**Run 1: metal 3**

(1.5 px per um) Cells faint in the background.
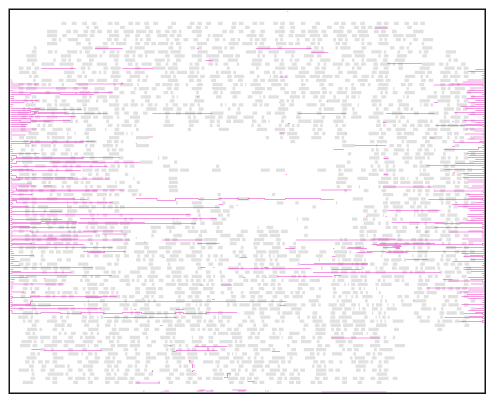
**Run 1: close-up of the layout**

Region (212, 166) to (262, 216) um. Cells in gray, sequential cells in the stronger gray; small squares are vias.
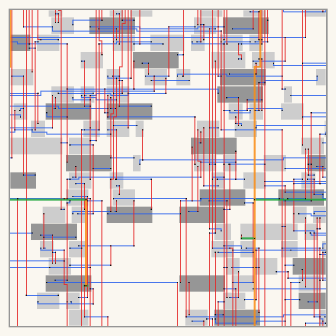
**Run 1: pin placement**

(1 px per um) Pins as bars across the die edge, other pins in gray.
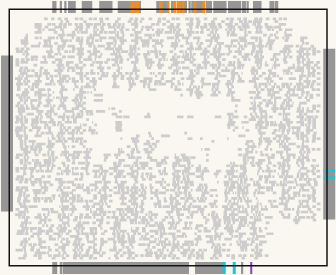
**Run 1: the clock network**

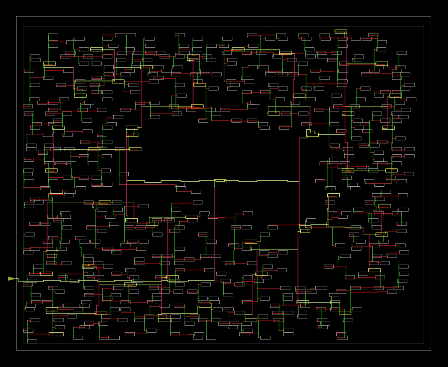
==> config.mk <==
export PLATFORM = sky130hd
export DESIGN_NAME = reg_bank_writer_flat
export DESIGN_NICKNAME = d
export VERILOG_FILES = /design/src/rtl/reg_bank_pkg.sv /design/src/rtl/reg_bank_writer_if.sv /design/src/rtl/reg_wr_decode.sv /design/src/rtl/reg_bank_writer.sv /design/src/flat_wrapper.sv
export SDC_FILE = /design/constraint.sdc
export NUM_CORES = 1
export LEC_CHECK = 0
export CELL_PAD_IN_SITES_DETAIL_PLACEMENT = 1
export CELL_PAD_IN_SITES_GLOBAL_PLACEMENT = 2
export CORE_ASPECT_RATIO = 0.8
export CORE_MARGIN = 5
export CORE_UTILIZATION = 28
export CTS_CLUSTER_DIAMETER = 200
export CTS_CLUSTER_SIZE = 12
export DETAILED_ROUTE_END_ITERATION = 10
export GPL_TIMING_DRIVEN = 0
export PLACE_DENSITY = 0.74
export SKIP_LAST_GASP = 1
export SLEW_MARGIN = 5
export SYNTH_ARGS = -nofsm -noshare
export SYNTH_HDL_FRONTEND = slang
export SYNTH_SLANG_ARGS = --single-unit
==> constraint.sdc <==
create_clock -name clk -period 1.9 [get_ports clk]
set_input_delay 0.19 -clock clk [delete_from_list [all_inputs] [get_ports clk]]
set_output_delay 0.19 -clock clk [all_outputs]
set_load 0.005 [all_outputs]
==> writeup.txt, run 1 <==
Combinational power for this build is 1750 uW. The run finished with clean final reports. The number of global-route vias before repair is 17600.

The initial antenna violation count was 3. The run gives 0 as the max-cap check violation count. Per the run report, area growth between synthesis and finish was 46.0%. The detail route stage leaves a number of antenna-violating nets equal to 0. The power group with the highest consumption was registers.

The global-route total usage across every layer is 21.4%, and the portion of the post-synthesis area used by sequential elements is 51.1%. Counting cells, the worst reg-to-reg path comes to 8. According to the floorplan report, the total die area is 80700 um^2. Per the synth stats, the flop cell with the highest instance count is dfxtp_1. Peak supply drop: 0.000438 V. The final timing report counts setup violations totalling 0.

The tree is rooted in a clkbuf_16. For reference, the clock transition at the flip-flops on the worst setup and hold paths is 0.08 ns. The post-CTS hold buffer count recorded in the log is 0. The via count normalized by instance count is 4.59, and the share of the core filled by cells before placement is 28.4%.

According to the hold report, the worst path is of the primary input to register type. Once synthesis finished, the tally of register bits stood at 536. Power attributed to sequential cells is 11400 uW. The script reports the combined buffer and inverter count of the critical path as 5.

In this design, the stage delay of the slowest critical-path cell is 0.37 ns. Registers take 10700 um^2. The logs give 21000 um^2 for the post-synthesis chip area from yosys and 3 for the maximum clock insertion buffer count. With the headroom to the max-slew limit at 54.6%, the count of tool warnings is 30. Type of element capturing the critical path: a register. On the critical path the largest part of the delay comes from buffers and inverters. Max fanout on the critical path was recorded as 10. The logs give 0 for the synthesis warning total and 2.37 ns for the required time of the worst setup path.
-- 'metal 3' (at the start) --
nets with wire on the layer = 294
longest straight run = 170 um
total length of routed wires: 91.3 mm
vias post-DR: 16300
global routing usage on met3: 6.21%

-- 'close-up of the layout' (at the start) --
orange -> met4
red -> met2
blue -> met1
green -> met3
cells with their middle in the window = 86
most frequent = nand2b_1 (21), mux2i_1 (21), dfxtp_1 (20)
sequential cells in the window = 20

-- 'pin placement' (at the start) --
purple -> bus_clear_req  # pins 1, direction input, edge bottom
cyan -> bus_Sel_C  # pins 6, direction input, edge 4 bottom, 2 right
orange -> r8  # pins 16, direction output, edge top
IO Port Bufs: 555
Die Wd: 316 um
height of the die: 255 um

-- 'the clock network' (at the start) --
count of flip-flops and latches: 536
clock network latency to the later pin of the worst-skew pair: 0.61 ns
tally of clock buffers in the finished layout: 51

==> run 1: placed cells by master, fill, tap and decap left out, types with 8 or more instances in the layout <==
cell type,count
buf_12,19
buf_4,55
buf_6,24
buf_8,8
clkbuf_1,57
clkbuf_16,52
clkbuf_2,8
clkbuf_4,19
clkbuf_8,23
clkdlybuf4s50_1,554
dfxtp_1,532
mux2i_1,528
nand2_2,13
nand2b_1,530
nand3_4,31
nor2_1,11
==> run 1: routing by layer <==
layer	up-vias	share of wire (%)	global-route usage, %	routed length [um]
li1	7532	-	-	-
met1	8186	43	26.7	39300
met2	428	47	36.4	43000
met3	121	7.2	6.21	6610
met4	2	2.7	5.53	2430
met5	-	0.011	0	10
==> run 1: per-stage QoR <==
step	worst slack [ns]	std cells	hold slack (ns)	total power [uW]	instance area [um^2]
floorplan	-0.00828	1871	0.360	12300	21000
global placement	-1.22	3427	0.461	13100	27800
detailed placement	-1.28	3427	0.467	13100	27800
CTS	-0.0147	3528	0.243	22700	30500
global route	-0.0426	3545	0.297	23200	30700
finish	0.0118	3546	0.281	22400	30700
==> run 1: cell families (layout without fill, tap and decap cells) <==
group                      count (synthesis)  after routing  share of synthesized area, %
buffers and inverters                    158            831                          3.55
adders and majority gates                  2              2                         0.119
and+or+nand+nor                          621            621                          18.9
DFF                                      536            536                          51.1
other                                      0              1                             0
AOI/OAI and AO/OA                         26             26                          1.23
muxes                                    528            528                          25.1
==> run 1: final cells by class <==
cell class | count | area share, %
repair buffers | 621 | 20.4
clock inverters | 3 | 0.192
plain buffers | 151 | 4.11
well taps | 1001 | 4.08
flip-flops and latches | 536 | 35.0
multi-input cells | 1177 | 32.0
inverters | 5 | 0.0774
clock buffers | 51 | 4.16
diodes | 1 | 0.00815
==> run 1 -> run 2 <==
--- a/config.mk
+++ b/config.mk
@@ -5,6 +5,7 @@
 export SDC_FILE = /design/constraint.sdc
 export NUM_CORES = 1
 export LEC_CHECK = 0
+export ABC_CLOCK_PERIOD_IN_PS = 1900
 export CELL_PAD_IN_SITES_DETAIL_PLACEMENT = 1
 export CELL_PAD_IN_SITES_GLOBAL_PLACEMENT = 2
 export CORE_ASPECT_RATIO = 0.8
**Run 2: close-up of the layout**

Region (212, 166) to (262, 216) um. Cells in gray, sequential cells in the stronger gray; small squares are vias.
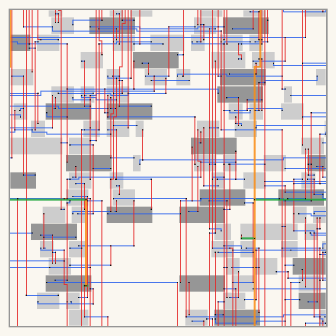
orange -> met4
red -> met2
blue -> met1
green -> met3
sequential cells in the window = 20
cells with their middle in the window = 86
most frequent = nand2b_1 (21), mux2i_1 (21), dfxtp_1 (20)

==> run 2 against run 1 <==
Worst setup slack stayed put. Critical path depth unchanged. Non-clock buffer count unchanged. Wire length unchanged. Clock skew stayed put. Maximum frequency unchanged. Total power stayed put. Clock-buffer cell count unchanged. Final area is the same. Global-route usage stayed put. Flip-flop count did not move. Clock power about the same.
==> writeup.txt, run 2 <==
The run finished with clean final reports. The via count normalized by instance count works out to 4.59 (unchanged). The delay of the slowest critical-path stage is 0.37 ns (about the same), and the area of placed instances is 27800 um^2 (unchanged). The logs give 80700 um^2 (unchanged) for the overall die area and 16300 (unchanged) for the total via count after detailed routing. The top cell family by delay on the critical path was buffers and inverters (unchanged). The type of element capturing the critical path was a register (unchanged). The type of the tightest min-delay check was primary input to register (unchanged).

The global-route total usage across every layer came out at 21.4% (unchanged). The highest layer used for signal routing was met5 (unchanged). The synthesis-to-finish area growth is 46.0% (unchanged), and the headroom to the max-slew limit is 54.6% (unchanged). The run gives 43.0 mm (unchanged) for the length of routed met2 wiring. The total length of routed wires is 91.3 mm (unchanged).

The chip width came out at 316 um (unchanged). The peak supply drop was 0.000438 V (unchanged). The number of setup violations in the final report is 0 (unchanged), and the number of antenna-violating nets in the routed design is 0 (unchanged). The largest driver fanout on the critical path was 10 (unchanged). For the met2 demand-to-capacity share in global routing, the log shows 36.4% (unchanged).

The final standard cell area without fillers is 30700 um^2 (unchanged). The max-cap check violation count was 0 (unchanged); the post-synthesis chip area from yosys was 21000 um^2 (unchanged). The count of port buffers added during placement is 555 (unchanged). Maximum clock insertion buffer count: 3 (unchanged). Clock tree root buffer cell: clkbuf_16 (unchanged).

For the share of the core filled by cells before placement, the log shows 28.4% (unchanged). The setup slack after placement is -1.28 ns (unchanged), and the number of cells traversed by the worst register-to-register path is 8 (unchanged).
-- run 2: cell type report --
class,count,area [um^2],share of cell area [%]
diodes,1,2.50,0.00815
inverters,5,23.8,0.0774
well taps,1001,1250,4.08
multi-input cells,1177,9830,32.0
flip-flops and latches,536,10700,35.0
clock inverters,3,58.8,0.192
plain buffers,151,1260,4.11
clock buffers,51,1280,4.16
repair buffers,621,6250,20.4
-- run 2: worst register-to-register path: cells and delay by family, from the launching register on --
| kind | cells | cell delay [ns] |
|---|---|---|
| buffers and inverters | 5 | 0.97 |
| DFF | 1 | 0.37 |
| and+or+nand+nor | 2 | 0.31 |
| muxes | 1 | 0.12 |
-- run 2: cells by family (layout without fill, tap and decap cells) --
kind of cell | after synthesis | count (layout) | synth area share (%)
AOI/OAI and AO/OA | 26 | 26 | 1.23
adders and majority gates | 2 | 2 | 0.119
buffers and inverters | 158 | 831 | 3.55
DFF | 536 | 536 | 51.1
muxes | 528 | 528 | 25.1
other | 0 | 1 | 0
and+or+nand+nor | 621 | 621 | 18.9
-- run 2: metrics by stage --
stage	TNS (ns)	power, uW	instances	hold WS [ns]	util, %
after floorplan	-0.177	12300	1871	0.360	-
after global placement	-506.90	13100	3427	0.461	37.6
after detailed placement	-517.59	13100	3427	0.467	37.6
after CTS	-0.0375	22700	3528	0.243	41.1
after global routing	-0.453	23200	3545	0.297	41.4
final	0	22400	3546	0.281	41.4
-- run 2: timing repair --
action | in CTS | in global routing
cloned | 2 | 1
gates resized | 235 | 26
pin swaps | 19 | 6
endpoints found under the setup margin | 536 | 308
buffers inserted | 47 | 17
-- run 2: where the power goes --
group	total [uW]	switching [uW]	internal (uW)
sequential	11400	47.3	11300
clock	9310	4440	4870
combinational	1750	1020	725
Power and IR drop assume default switching activity.
